**config.mk**
```make
export PLATFORM = sky130hd
export DESIGN_NAME = wb_burst_master_flat
export DESIGN_NICKNAME = d
export VERILOG_FILES = /design/src/rtl/wb_pkg.sv /design/src/rtl/wb_burst_master_if.sv /design/src/rtl/wb_burst_master.sv /design/src/flat_wrapper.sv
export SDC_FILE = /design/constraint.sdc
export NUM_CORES = 1
export LEC_CHECK = 0
export ABC_AREA = 1
export CORE_ASPECT_RATIO = 1.1
export CORE_MARGIN = 10
export CORE_UTILIZATION = 41
export CTS_BUF_LIST = sky130_fd_sc_hd__clkbuf_16
export DETAILED_ROUTE_END_ITERATION = 12
export GPL_ROUTABILITY_DRIVEN = 0
export PLACE_DENSITY = 0.82
export SYNTH_ARGS = -nofsm -noshare
export SYNTH_HDL_FRONTEND = slang
export SYNTH_SLANG_ARGS = --single-unit
```
**constraint.sdc**
```tcl
create_clock -name clk -period 2.25 [get_ports clk]
set_input_delay 0.675 -clock clk [delete_from_list [all_inputs] [get_ports clk]]
set_output_delay 0.675 -clock clk [all_outputs]
set_load 0.02 [all_outputs]
```
**src/rtl/wb_pkg.sv**
```systemverilog
// Shared Wishbone constants and types for the burst master.
package wb_pkg;

  localparam int unsigned WB_AW    = 32;
  localparam int unsigned WB_LEN_W = 8;
  localparam int unsigned WB_DW    = 32;
  localparam int unsigned WB_SW    = 4;

  localparam logic [2:0] CTI_CLASSIC = 3'b000;
  localparam logic [2:0] CTI_INCR    = 3'b010;
  localparam logic [2:0] CTI_EOB     = 3'b111;
  localparam logic [1:0] BTE_LINEAR  = 2'b00;

  typedef logic [1:0] state_t;
  localparam state_t ST_IDLE   = 2'd0;
  localparam state_t ST_ACTIVE = 2'd1;
  localparam state_t ST_DONE   = 2'd2;

  typedef logic [WB_LEN_W-1:0] beat_cnt_t;

endpackage

```
**src/rtl/wb_burst_master_if.sv**
```systemverilog
// Command, data-stream and Wishbone signal bundle for wb_burst_master.
interface wb_burst_master_if #(
  parameter int unsigned AW    = 32,
  parameter int unsigned LEN_W = 8
);
  logic             cmd_valid;
  logic             cmd_ready;
  logic             cmd_we;
  logic [AW-1:0]    cmd_adr;
  logic [LEN_W-1:0] cmd_len;

  logic             wdata_valid;
  logic             wdata_ready;
  logic [31:0]      wdata_dat;
  logic [3:0]       wdata_sel;

  logic             rdata_valid;
  logic [31:0]      rdata_dat;
  logic             rdata_last;

  logic             done;
  logic             done_err;

  logic [AW-1:0]    wb_adr_o;
  logic [31:0]      wb_dat_o;
  logic [3:0]       wb_sel_o;
  logic             wb_cyc_o;
  logic             wb_stb_o;
  logic             wb_we_o;
  logic [2:0]       wb_cti_o;
  logic [1:0]       wb_bte_o;
  logic             wb_ack_i;
  logic             wb_err_i;
  logic             wb_rty_i;
  logic [31:0]      wb_dat_i;

  modport master (
    input  cmd_valid, cmd_we, cmd_adr, cmd_len,
    input  wdata_valid, wdata_dat, wdata_sel,
    input  wb_ack_i, wb_err_i, wb_rty_i, wb_dat_i,
    output cmd_ready, wdata_ready, rdata_valid, rdata_dat, rdata_last,
    output done, done_err,
    output wb_adr_o, wb_dat_o, wb_sel_o, wb_cyc_o, wb_stb_o, wb_we_o,
    output wb_cti_o, wb_bte_o
  );

  modport slave (
    output cmd_valid, cmd_we, cmd_adr, cmd_len,
    output wdata_valid, wdata_dat, wdata_sel,
    output wb_ack_i, wb_err_i, wb_rty_i, wb_dat_i,
    input  cmd_ready, wdata_ready, rdata_valid, rdata_dat, rdata_last,
    input  done, done_err,
    input  wb_adr_o, wb_dat_o, wb_sel_o, wb_cyc_o, wb_stb_o, wb_we_o,
    input  wb_cti_o, wb_bte_o
  );
endinterface

```
**src/rtl/wb_burst_master.sv**
```systemverilog
// Wishbone B3 incrementing-burst initiator driven by a single command.
// Define WB_BURST_MASTER_BURST_EN for CTI-tagged bursts; otherwise classic single cycles under one cyc.
module wb_burst_master
  import wb_pkg::*;
#(
  parameter int unsigned AW    = WB_AW,
  parameter int unsigned LEN_W = WB_LEN_W
) (
  input  logic              clk,
  input  logic              rst,
  wb_burst_master_if.master bus
);

  state_t           r_state;
  state_t           w_state_nxt;
  logic [AW-1:0]    r_adr;
  logic [LEN_W-1:0] r_cnt;
  logic             r_we;
  logic             r_gap;
  logic             r_done_err;
  logic             r_rdata_valid;
  logic [31:0]      r_rdata_dat;
  logic             r_rdata_last;

  logic             w_active;
  logic             w_stb;
  logic             w_err;
  logic             w_rty;
  logic             w_ack;
  logic             w_last;
  logic [AW-1:0]    w_adr_aligned;

  assign w_active      = (r_state == ST_ACTIVE);
  assign w_last        = (r_cnt == LEN_W'(1));
  assign w_adr_aligned = bus.cmd_adr & ~AW'(3);

  // Strobe: writes wait on the data stream; classic mode idles one cycle after each ack.
  always_comb begin
    w_stb = 1'b0;
    if (w_active && !r_gap) begin
      w_stb = r_we ? bus.wdata_valid : 1'b1;
    end
  end

  // Terminations only count with stb high; err beats rty beats ack.
  assign w_err = w_stb && bus.wb_err_i;
  assign w_rty = w_stb && bus.wb_rty_i && !bus.wb_err_i;
  assign w_ack = w_stb && bus.wb_ack_i && !bus.wb_err_i && !bus.wb_rty_i;

  always_ff @(posedge clk) begin
    if (rst) begin
      r_state <= ST_IDLE;
    end else begin
      r_state <= w_state_nxt;
    end
  end

  always_comb begin
    w_state_nxt = r_state;
    case (r_state)
      ST_IDLE: begin
        if (bus.cmd_valid) begin
          w_state_nxt = (bus.cmd_len == '0) ? ST_DONE : ST_ACTIVE;
        end
      end
      ST_ACTIVE: begin
        if (w_err || w_rty || (w_ack && w_last)) begin
          w_state_nxt = ST_DONE;
        end
      end
      ST_DONE: w_state_nxt = ST_IDLE;
      default: w_state_nxt = ST_IDLE;
    endcase
  end

  // Address/count/read-data datapath.
  always_ff @(posedge clk) begin
    if (rst) begin
      r_adr         <= '0;
      r_cnt         <= '0;
      r_we          <= 1'b0;
      r_gap         <= 1'b0;
      r_done_err    <= 1'b0;
      r_rdata_valid <= 1'b0;
      r_rdata_dat   <= '0;
      r_rdata_last  <= 1'b0;
    end else begin
      r_rdata_valid <= 1'b0;
      r_rdata_last  <= 1'b0;
      r_gap         <= 1'b0;
      case (r_state)
        ST_IDLE: begin
          if (bus.cmd_valid) begin
            r_adr      <= w_adr_aligned;
            r_cnt      <= bus.cmd_len;
            r_we       <= bus.cmd_we;
            r_done_err <= 1'b0;
          end
        end
        ST_ACTIVE: begin
          if (w_err || w_rty) begin
            r_done_err <= 1'b1;
          end else if (w_ack) begin
            r_adr <= r_adr + AW'(4);
            r_cnt <= r_cnt - LEN_W'(1);
            if (!r_we) begin
              r_rdata_valid <= 1'b1;
              r_rdata_dat   <= bus.wb_dat_i;
              r_rdata_last  <= w_last;
            end
`ifndef WB_BURST_MASTER_BURST_EN
            r_gap <= 1'b1;
`endif
          end
        end
        default: ;
      endcase
    end
  end

  assign bus.cmd_ready   = (r_state == ST_IDLE);
  assign bus.wdata_ready = w_active && r_we && w_ack;
  assign bus.rdata_valid = r_rdata_valid;
  assign bus.rdata_dat   = r_rdata_dat;
  assign bus.rdata_last  = r_rdata_last;
  assign bus.done        = (r_state == ST_DONE);
  assign bus.done_err    = (r_state == ST_DONE) && r_done_err;

  assign bus.wb_adr_o = r_adr;
  assign bus.wb_dat_o = bus.wdata_dat;
  assign bus.wb_sel_o = r_we ? bus.wdata_sel : 4'hF;
  assign bus.wb_cyc_o = w_active;
  assign bus.wb_stb_o = w_stb;
  assign bus.wb_we_o  = w_active && r_we;
  assign bus.wb_bte_o = BTE_LINEAR;

`ifdef WB_BURST_MASTER_BURST_EN
  assign bus.wb_cti_o = !w_active ? CTI_CLASSIC : (w_last ? CTI_EOB : CTI_INCR);
`else
  assign bus.wb_cti_o = CTI_CLASSIC;
`endif

endmodule

```
**src/flat_wrapper.sv**
```systemverilog
// flat-port wrapper written by rule: the top's interface ports become plain ports
module wb_burst_master_flat import wb_pkg::*;
#(
  parameter int unsigned AW    = WB_AW,
  parameter int unsigned LEN_W = WB_LEN_W
)
  (clk, rst, bus_cmd_valid, bus_cmd_we, bus_cmd_adr, bus_cmd_len, bus_wdata_valid, bus_wdata_dat, bus_wdata_sel, bus_wb_ack_i, bus_wb_err_i, bus_wb_rty_i, bus_wb_dat_i, bus_cmd_ready, bus_wdata_ready, bus_rdata_valid, bus_rdata_dat, bus_rdata_last, bus_done, bus_done_err, bus_wb_adr_o, bus_wb_dat_o, bus_wb_sel_o, bus_wb_cyc_o, bus_wb_stb_o, bus_wb_we_o, bus_wb_cti_o, bus_wb_bte_o);
  wb_burst_master_if #(.AW(AW), .LEN_W(LEN_W)) bus_i ();
  input  logic clk;
  input  logic rst;
  input wire logic [$bits(bus_i.cmd_valid)-1:0] bus_cmd_valid;
  input wire logic [$bits(bus_i.cmd_we)-1:0] bus_cmd_we;
  input wire logic [$bits(bus_i.cmd_adr)-1:0] bus_cmd_adr;
  input wire logic [$bits(bus_i.cmd_len)-1:0] bus_cmd_len;
  input wire logic [$bits(bus_i.wdata_valid)-1:0] bus_wdata_valid;
  input wire logic [$bits(bus_i.wdata_dat)-1:0] bus_wdata_dat;
  input wire logic [$bits(bus_i.wdata_sel)-1:0] bus_wdata_sel;
  input wire logic [$bits(bus_i.wb_ack_i)-1:0] bus_wb_ack_i;
  input wire logic [$bits(bus_i.wb_err_i)-1:0] bus_wb_err_i;
  input wire logic [$bits(bus_i.wb_rty_i)-1:0] bus_wb_rty_i;
  input wire logic [$bits(bus_i.wb_dat_i)-1:0] bus_wb_dat_i;
  output wire logic [$bits(bus_i.cmd_ready)-1:0] bus_cmd_ready;
  output wire logic [$bits(bus_i.wdata_ready)-1:0] bus_wdata_ready;
  output wire logic [$bits(bus_i.rdata_valid)-1:0] bus_rdata_valid;
  output wire logic [$bits(bus_i.rdata_dat)-1:0] bus_rdata_dat;
  output wire logic [$bits(bus_i.rdata_last)-1:0] bus_rdata_last;
  output wire logic [$bits(bus_i.done)-1:0] bus_done;
  output wire logic [$bits(bus_i.done_err)-1:0] bus_done_err;
  output wire logic [$bits(bus_i.wb_adr_o)-1:0] bus_wb_adr_o;
  output wire logic [$bits(bus_i.wb_dat_o)-1:0] bus_wb_dat_o;
  output wire logic [$bits(bus_i.wb_sel_o)-1:0] bus_wb_sel_o;
  output wire logic [$bits(bus_i.wb_cyc_o)-1:0] bus_wb_cyc_o;
  output wire logic [$bits(bus_i.wb_stb_o)-1:0] bus_wb_stb_o;
  output wire logic [$bits(bus_i.wb_we_o)-1:0] bus_wb_we_o;
  output wire logic [$bits(bus_i.wb_cti_o)-1:0] bus_wb_cti_o;
  output wire logic [$bits(bus_i.wb_bte_o)-1:0] bus_wb_bte_o;
  assign bus_i.cmd_valid = bus_cmd_valid;
  assign bus_i.cmd_we = bus_cmd_we;
  assign bus_i.cmd_adr = bus_cmd_adr;
  assign bus_i.cmd_len = bus_cmd_len;
  assign bus_i.wdata_valid = bus_wdata_valid;
  assign bus_i.wdata_dat = bus_wdata_dat;
  assign bus_i.wdata_sel = bus_wdata_sel;
  assign bus_i.wb_ack_i = bus_wb_ack_i;
  assign bus_i.wb_err_i = bus_wb_err_i;
  assign bus_i.wb_rty_i = bus_wb_rty_i;
  assign bus_i.wb_dat_i = bus_wb_dat_i;
  assign bus_cmd_ready = bus_i.cmd_ready;
  assign bus_wdata_ready = bus_i.wdata_ready;
  assign bus_rdata_valid = bus_i.rdata_valid;
  assign bus_rdata_dat = bus_i.rdata_dat;
  assign bus_rdata_last = bus_i.rdata_last;
  assign bus_done = bus_i.done;
  assign bus_done_err = bus_i.done_err;
  assign bus_wb_adr_o = bus_i.wb_adr_o;
  assign bus_wb_dat_o = bus_i.wb_dat_o;
  assign bus_wb_sel_o = bus_i.wb_sel_o;
  assign bus_wb_cyc_o = bus_i.wb_cyc_o;
  assign bus_wb_stb_o = bus_i.wb_stb_o;
  assign bus_wb_we_o = bus_i.wb_we_o;
  assign bus_wb_cti_o = bus_i.wb_cti_o;
  assign bus_wb_bte_o = bus_i.wb_bte_o;
  wb_burst_master #(.AW(AW), .LEN_W(LEN_W)) u_core (.clk(clk), .rst(rst), .bus(bus_i));
endmodule
```
Cell placement:
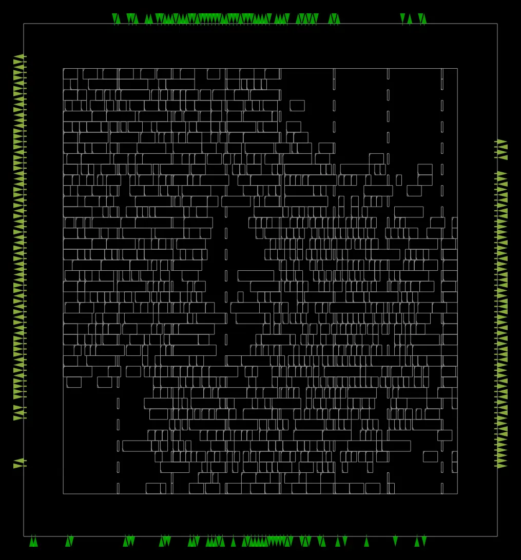
site row count: 40
Well Taps: 147
fin util: 58.7%
flop count: 77

Clock network drawn from the DEF:
Scale bar: 20 um.
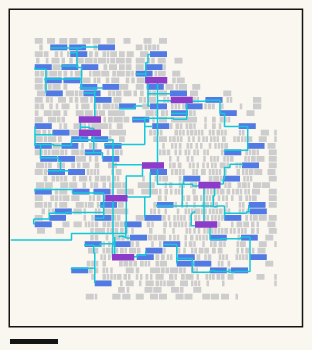
[clock wires] cyan | length: 1040 um
[flip-flops] blue | count: 77
[clock-net drivers] purple | count: 9
flops lie: all over the die

Pin placement:
Pins as bars across the die edge, other pins in gray.
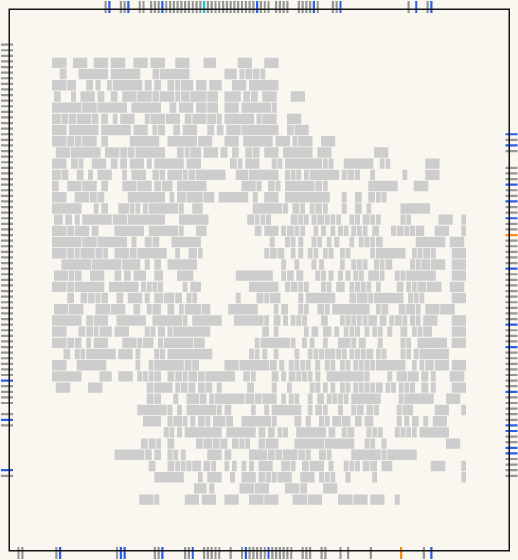
[`bus_wb_dat_o`] blue | pins: 32 | direction: output | edge: 13 right, 8 top, 8 bottom, 3 left
[`bus_wb_err_i`] cyan | pins: 1 | direction: input | edge: top
[`bus_wb_bte_o`] orange | pins: 2 | direction: output | edge: 1 bottom, 1 right
Die X: 121 um
Die Ht: 131 um

==> Changelog: implementation <==
### Physical design

* Routed vias at 5031
* Setup TNS at 0 ns
* Pre-CTS WS at -0.749 ns
* M3 GR Usage at 8.10%
* Number of buffers created by CTS at 9
* FF-to-FF path depth at 10
* Leading power group: registers
* Clock Tree Buf Depth at 2
* Diodes inserted at 0
* Final Hold Slack at 0.460 ns
* CP max stage cell: clkdlybuf4s50_1
* Layout Cell Area excl Fill at 6430 sq um
* Register area at 1540 sq um
* Tool warnings at 29
* Power density cells at 682 nW/um^2
* Fin worst setup slack at 0.0422 ns
* Worst Path Arrival at 1.53 ns
* Maxcap violations at 0
* Largest net degree at the start of global routing at 58
* GRT met1 Usage at 19.3%
* Post-CTS Resized at 41
* Min-Delay Startpoint: u_core.bus.rdata_dat[26]
* Yosys warns at 0
* CTS sink cnt at 77
* Status: finished, final reports clean
* Synthesized area per cell at 6.17 sq um
* RR Startpoint: u_core.r_state[0]
* Drt total wl at 14500 um
* First-pass DRT Iterations at 5
* Mux frac, synth at 0%
* Worst setup path start: bus_wdata_sel[0]
* GR Overflow Total at 0
* Leading cell kind: logic gates
* Multi-input logic portion of the cell area at 37.7%
* Final min period at 2.21 ns
* Crit end category: output port
* Setup repair bufs after CTS at 1
* Worst path top cell family by delay: buffers and inverters
* Inverters at 59
* Area leader, netlist: dfxtp_1
* Placed cells at 998
* Largest register FFs at 32
* DIE AREA at 15900 sq um
* Worst Tran Pin Value at 0.821 ns
* Worst setup endpoint: bus_wb_sel_o[0]
* Clock Skews at 0.00612 ns
* P&R area growth vs syn at 39.7%
* HP Class: reg -> reg
* Clk ins delay skew pair at 0.34 ns
* Final nets at 982
* Fp util at 42.0%
* Clk_buf instances at 9
* Buf/Inv on CP at 2
* Comb. cell area at 2430 sq um
* CP Cell Sequence: clkdlybuf4s50_1 > or2_2 > buf_2
* Critical path's largest stage delay at 0.40 ns
* Compound Share, Synth at 13.1%
* Combinational gate count at 542
* GRT Overall Usage at 17.8%
* Cell area leaders: dfxtp_1 33%, nand2_1 17%, nor2_1 9.2%
* WL met3 at 1680 um
* Flop+latch power at 0.00162 W
* Post-route ant nets at 0
* Port bufs at 156
* Met2 WL post-DR at 6980 um
* Yosys stat area at 4610 sq um
* Int Power at 0.00300 W
* Worst-path clk slew at 0.06 ns
* Logic power comb at 0.00118 W
Power and IR drop assume default switching activity.
